m3.png
Scale bar: 20 um.
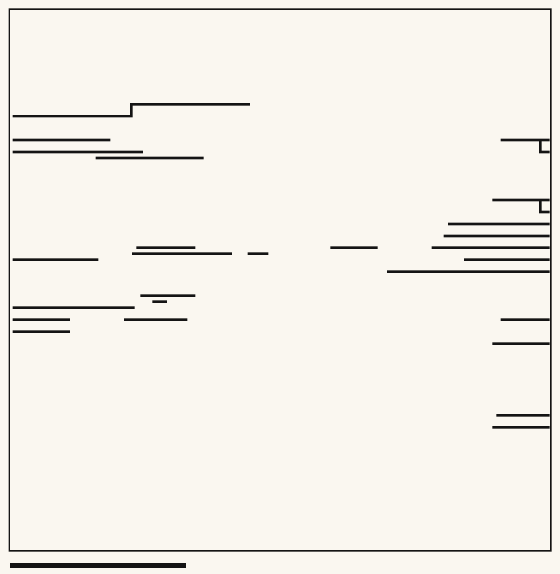
gates.png
Scale bar: 20 um.
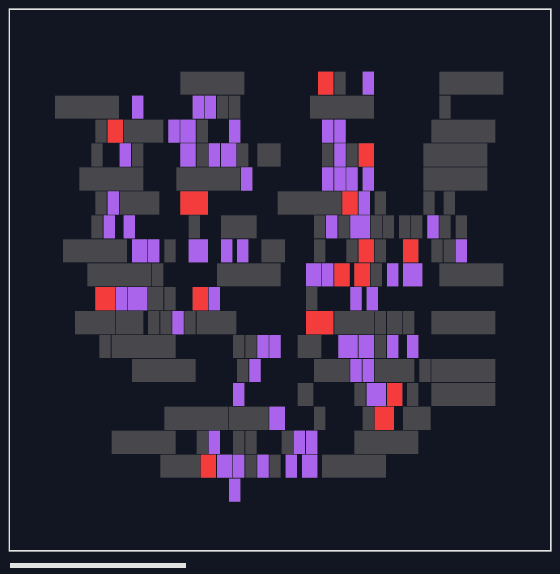
placed.png
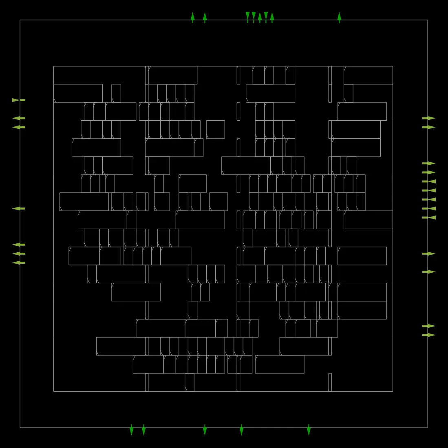
util_map.png
6 x 6 tiles, from black (low) to pale yellow (high), 0 to 100% covered.
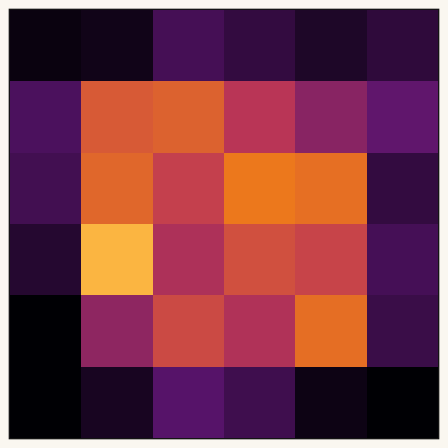
port_trees.png
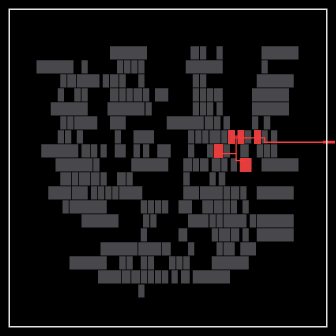
### src/rtl/stopwatch_pkg.sv
// Shared types and constants for the stopwatch control slice.
package stopwatch_pkg;

    localparam int DIGIT_W     = 4;
    localparam int SEC_MOD_DEF = 60;
    localparam int MIN_MOD_DEF = 60;

    typedef enum logic [1:0] {
        STOPPED = 2'd0,
        RUNNING = 2'd1,
        PAUSED  = 2'd2,
        ADJUST  = 2'd3
    } sw_state_e;

endpackage

### src/rtl/bcd_mod_counter.sv
// Two-digit BCD counter that wraps MOD-1 -> 0; carry flags the wrapping increment.
module bcd_mod_counter
    import stopwatch_pkg::*;
#(
    parameter int MOD = 60
) (
    input  logic               clk,
    input  logic               rst,
    input  logic               clr,
    input  logic               inc,
    output logic [DIGIT_W-1:0] tens,
    output logic [DIGIT_W-1:0] ones,
    output logic               carry
);

    localparam logic [DIGIT_W-1:0] MAX_TENS = DIGIT_W'((MOD - 1) / 10);
    localparam logic [DIGIT_W-1:0] MAX_ONES = DIGIT_W'((MOD - 1) % 10);

    logic [DIGIT_W-1:0] tens_r;
    logic [DIGIT_W-1:0] ones_r;
    logic               at_max_s;

    // Terminal-count detect done directly on the BCD digits.
    always_comb begin
        at_max_s = (tens_r == MAX_TENS) && (ones_r == MAX_ONES);
        carry    = inc & at_max_s;
    end

    // Digit registers: clear wins over increment.
    always_ff @(posedge clk) begin
        if (rst || clr) begin
            tens_r <= 4'd0;
            ones_r <= 4'd0;
        end else if (inc) begin
            if (at_max_s) begin
                tens_r <= 4'd0;
                ones_r <= 4'd0;
            end else if (ones_r == 4'd9) begin
                tens_r <= tens_r + 4'd1;
                ones_r <= 4'd0;
            end else begin
                ones_r <= ones_r + 4'd1;
            end
        end else begin
            tens_r <= tens_r;
            ones_r <= ones_r;
        end
    end

    assign tens = tens_r;
    assign ones = ones_r;

endmodule

### src/rtl/stopwatch_ctrl.sv
// Stopwatch control FSM: run/pause/clear/adjust sequencing, MM:SS BCD time and blink mask.
module stopwatch_ctrl
    import stopwatch_pkg::*;
#(
    parameter int SEC_MOD  = SEC_MOD_DEF,
    parameter int MIN_MOD  = MIN_MOD_DEF,
    parameter int BLINK_EN = 1
) (
    input  logic               clk,
    input  logic               rst,
    input  logic               tick_1hz,
    input  logic               tick_2hz,
    input  logic               tick_adj,
    input  logic               pause_btn,
    input  logic               clr_btn,
    input  logic               adj_sw,
    input  logic               sel_sw,
    output logic [DIGIT_W-1:0] min_tens,
    output logic [DIGIT_W-1:0] min_ones,
    output logic [DIGIT_W-1:0] sec_tens,
    output logic [DIGIT_W-1:0] sec_ones,
    output logic [3:0]         blank,
    output logic               running,
    output logic [1:0]         state,
    output logic               wrap
);

    sw_state_e  state_r, state_nxt_s;
    logic       blink_r, blink_nxt_s;
    logic [3:0] blank_r, blank_nxt_s;
    logic       running_r, wrap_r, wrap_nxt_s;
    logic       clr_s, sec_inc_s, min_inc_s, count_s;
    logic       sec_carry_s, min_carry_s;

    bcd_mod_counter #(.MOD(SEC_MOD)) u_sec (
        .clk(clk), .rst(rst), .clr(clr_s), .inc(sec_inc_s),
        .tens(sec_tens), .ones(sec_ones), .carry(sec_carry_s)
    );

    bcd_mod_counter #(.MOD(MIN_MOD)) u_min (
        .clk(clk), .rst(rst), .clr(clr_s), .inc(min_inc_s),
        .tens(min_tens), .ones(min_ones), .carry(min_carry_s)
    );

    // Next state and counter enables, ordered clr > adj_sw > pause_btn > tick_1hz.
    always_comb begin
        state_nxt_s = state_r;
        clr_s       = 1'b0;
        sec_inc_s   = 1'b0;
        min_inc_s   = 1'b0;
        count_s     = 1'b0;
        if (clr_btn) begin
            clr_s       = 1'b1;
            state_nxt_s = adj_sw ? ADJUST : STOPPED;
        end else if (adj_sw) begin
            state_nxt_s = ADJUST;
            if (state_r == ADJUST && tick_adj) begin
                sec_inc_s = sel_sw;
                min_inc_s = ~sel_sw;
            end else begin
                sec_inc_s = 1'b0;
            end
        end else if (state_r == ADJUST) begin
            state_nxt_s = PAUSED;
        end else begin
            // A tick in RUNNING counts even when pause_btn arrives the same cycle.
            count_s   = (state_r == RUNNING) && tick_1hz;
            sec_inc_s = count_s;
            min_inc_s = sec_carry_s;
            if (pause_btn) begin
                case (state_r)
                    STOPPED: state_nxt_s = RUNNING;
                    RUNNING: state_nxt_s = PAUSED;
                    PAUSED:  state_nxt_s = RUNNING;
                    default: state_nxt_s = STOPPED;
                endcase
            end else begin
                state_nxt_s = state_r;
            end
        end
    end

    // Blink phase, blank mask and rollover pulse, computed from next-cycle state.
    always_comb begin
        blink_nxt_s = blink_r;
        blank_nxt_s = 4'b0000;
        wrap_nxt_s  = count_s & sec_carry_s & min_carry_s;
        if (state_nxt_s == ADJUST && state_r != ADJUST) begin
            blink_nxt_s = 1'b0;
        end else if (tick_2hz) begin
            blink_nxt_s = ~blink_r;
        end else begin
            blink_nxt_s = blink_r;
        end
        if (BLINK_EN != 0 && state_nxt_s == ADJUST && blink_nxt_s) begin
            blank_nxt_s = sel_sw ? 4'b0011 : 4'b1100;
        end else begin
            blank_nxt_s = 4'b0000;
        end
    end

    // Control and output registers.
    always_ff @(posedge clk) begin
        if (rst) begin
            state_r   <= STOPPED;
            blink_r   <= 1'b0;
            blank_r   <= 4'b0000;
            running_r <= 1'b0;
            wrap_r    <= 1'b0;
        end else begin
            state_r   <= state_nxt_s;
            blink_r   <= blink_nxt_s;
            blank_r   <= blank_nxt_s;
            running_r <= (state_nxt_s == RUNNING);
            wrap_r    <= wrap_nxt_s;
        end
    end

    assign state   = state_r;
    assign blank   = blank_r;
    assign running = running_r;
    assign wrap    = wrap_r;

endmodule
### config.mk
export PLATFORM = sky130hd
export DESIGN_NAME = stopwatch_ctrl
export DESIGN_NICKNAME = d
export VERILOG_FILES = /design/src/rtl/stopwatch_pkg.sv /design/src/rtl/bcd_mod_counter.sv /design/src/rtl/stopwatch_ctrl.sv
export SDC_FILE = /design/constraint.sdc
export NUM_CORES = 1
export LEC_CHECK = 0
export ABC_AREA = 1
export CORE_MARGIN = 5
export CORE_UTILIZATION = 45
export DETAILED_ROUTE_END_ITERATION = 7
export DONT_BUFFER_PORTS = 1
export SETUP_SLACK_MARGIN = 0.3
export SYNTH_ARGS = -nofsm -noshare
export SYNTH_HDL_FRONTEND = slang
export SYNTH_HIERARCHICAL = 1
export SYNTH_SLANG_ARGS = --single-unit
### constraint.sdc
create_clock -name clk -period 7.2 [get_ports clk]
set_clock_uncertainty 0.15 [all_clocks]
set_input_delay 0.72 -clock clk [delete_from_list [all_inputs] [get_ports clk]]
set_output_delay 0.72 -clock clk [all_outputs]
set_load 0.03 [all_outputs]
==> flow_summary.json <==
{
  "wl_met2_um": 1090,
  "cp.required_ns": 7.30,
  "cp-end-kind": "flip-flop",
  "setup_viol": 0,
  "synth.largest_area_cell": "dfxtp_1",
  "p_int_uw": 153,
  "netlist.area_leader.share": 0.388,
  "ir_drop_v": 0.0000963,
  "setup_tns_ns": 0,
  "wl_met1_um": 946,
  "n_fill_cell": 245,
  "drive_gt1_frac": 0.0511,
  "antenna_found_initial": 0,
  "p_leak_nw": 0.511,
  "holdBufCountCts": 0,
  "cts_setup_buffers": 0,
  "path_buffers": 1,
  "postSynthCellCount": 174,
  "htree_levels": 1,
  "buffers": 0,
  "clock_latency_ns": 0.31,
  "nClkBuffers": 3,
  "nonClkBufAreaFrac": 0,
  "met3_length_um": 242,
  "critPathSlowestCell": "dfxtp_1",
  "status": "finished, final reports clean",
  "routed_via_density": 5.02,
  "yosys_area_um2": 1190,
  "clkCellAreaFrac": 0.0222,
  "drt-pass1-iter-count": 4,
  "grt_pass1_vias": 989,
  "flops": 23,
  "ff2ff_path_depth": 12,
  "holdWs_ns": 0.308,
  "timing.final.hold_violations": 0,
  "dieHeight_um": 61.4,
  "yosys-top-cells-area": "dfxtp_1 39%, nand2_1 15%, nor2_1 9.8%, ha_1 8.4%, inv_1 7.9%",
  "hpwl_um": 1840,
  "layout_min_cycle_time_ns": 3.21,
  "core_region_area_um2": 2500,
  "first_iter_violations": 45,
  "whs_path_depth": 1,
  "ant_nets": 0,
  "clkSinkCount": 23,
  "cts_resized": 0,
  "worstMarginPinSlew_ns": 0.570,
  "num_antenna_cells": 0,
  "combPwrFrac": 0.050,
  "ys_types": 17,
  "max_slew_margin": 0.619,
  "cpPeakStageDelay_ns": 0.62,
  "clk_pin_slew_ns": 0.13,
  "numSynthFlops": 23,
  "ys_warn_count": 6,
  "routedWlPerCell_um": 11.1,
  "postPlaceCellArea_um2": 1210,
  "rsz0062_at_grt": "no",
  "warning_count": 30,
  "p_switching_uw": 49.2
}
Notes on m3.png above:
main direction = horizontal
longest straight run = 18.2 um
GR Util met3: 0.0482
final wirelength: 2290 um
routed via count: 1034

Notes on gates.png above:
purple -> nand cells  # cells 63
red -> aoi and oai cells  # cells 15
Top cell excl fill/tap: nand2_1
combinational share of cell area: 0.496
Finished Layout Cells: 206

Notes on placed.png above:
tap cells: 30
Seq area share: 0.372

Notes on util_map.png above:
mean over tiles = 32%
densest ninth of the die = center
fullest tile = 84%
tiles over 75% full = 2.8%
nearly empty tiles = 8.3%
emptiest ninth of the die = lower left
Core Util at FP: 0.475
Core Util, Final: 0.495

Notes on port_trees.png above:
red -> adj_sw  # bits 1, direction input, end cells 5, buffers 0, wire 31.1 um
Ports: 33
Port Buf Inserts: 0

[final timing paths]
path | to | slack [ns] | start
hold reg to reg | blink_r | 0.46 | blink_r
setup / recovery | wrap | 3.99 | state[0]
setup reg to reg | wrap | 3.99 | state[0]
hold / removal | state[1] | 0.31 | rst
[registers in the layout, summed over array words and instances, names as in the netlist]
register and count:
u_sec/tens 4, blank 2, u_min/ones 4, wrap 1, running 1, blink_r 1, state 2, u_min/tens 4
u_sec/ones 4
[synthesized netlist by cell type]
| cell | instances |
|---|---|
| o21ai_0 | 7 |
| inv_1 | 25 |
| ha_1 | 8 |
| o21ai_1 | 1 |
| nand2_1 | 48 |
| o21ai_2 | 2 |
| nor2_1 | 31 |
| buf_4 | 2 |
| nor3_1 | 2 |
| nor2_4 | 2 |
| dfxtp_1 | 23 |
| inv_2 | 1 |
| nand4_1 | 6 |
| nand3_1 | 9 |
| a21oi_1 | 3 |
| a31oi_1 | 2 |
| xor2_1 | 2 |
[stage by stage]
step / utilization / cells
2_1_floorplan: - / 174
3_3_place_gp: 0.484 / 202
3_5_place_dp: 0.484 / 202
4_1_cts: 0.495 / 206
5_1_grt: 0.495 / 206
6_report: 0.495 / 206
[kinds of logic (layout without fill, tap and decap cells)]
kind of cell             after synthesis  after routing  share of synthesized area
adder cells (fa/ha/maj)                8              8                     0.0843
XOR/XNOR                               2              2                     0.0148
flip-flops                            23             23                      0.388
buffers and inverters                 28             30                     0.0948
AND-OR/OR-AND                         15             15                     0.0716
AND/OR/NAND/NOR                       98             98                      0.347
[power groups by stage]
stage	combinational [mW]	clock (mW)	sequential (mW)
after detailed placement	0.0102	0	0.136
after floorplan	0.00869	0	0.136
final	0.0102	0.0590	0.133
after global routing	0.0120	0.0690	0.134
after CTS	0.0103	0.0625	0.133
after global placement	0.0101	0	0.136
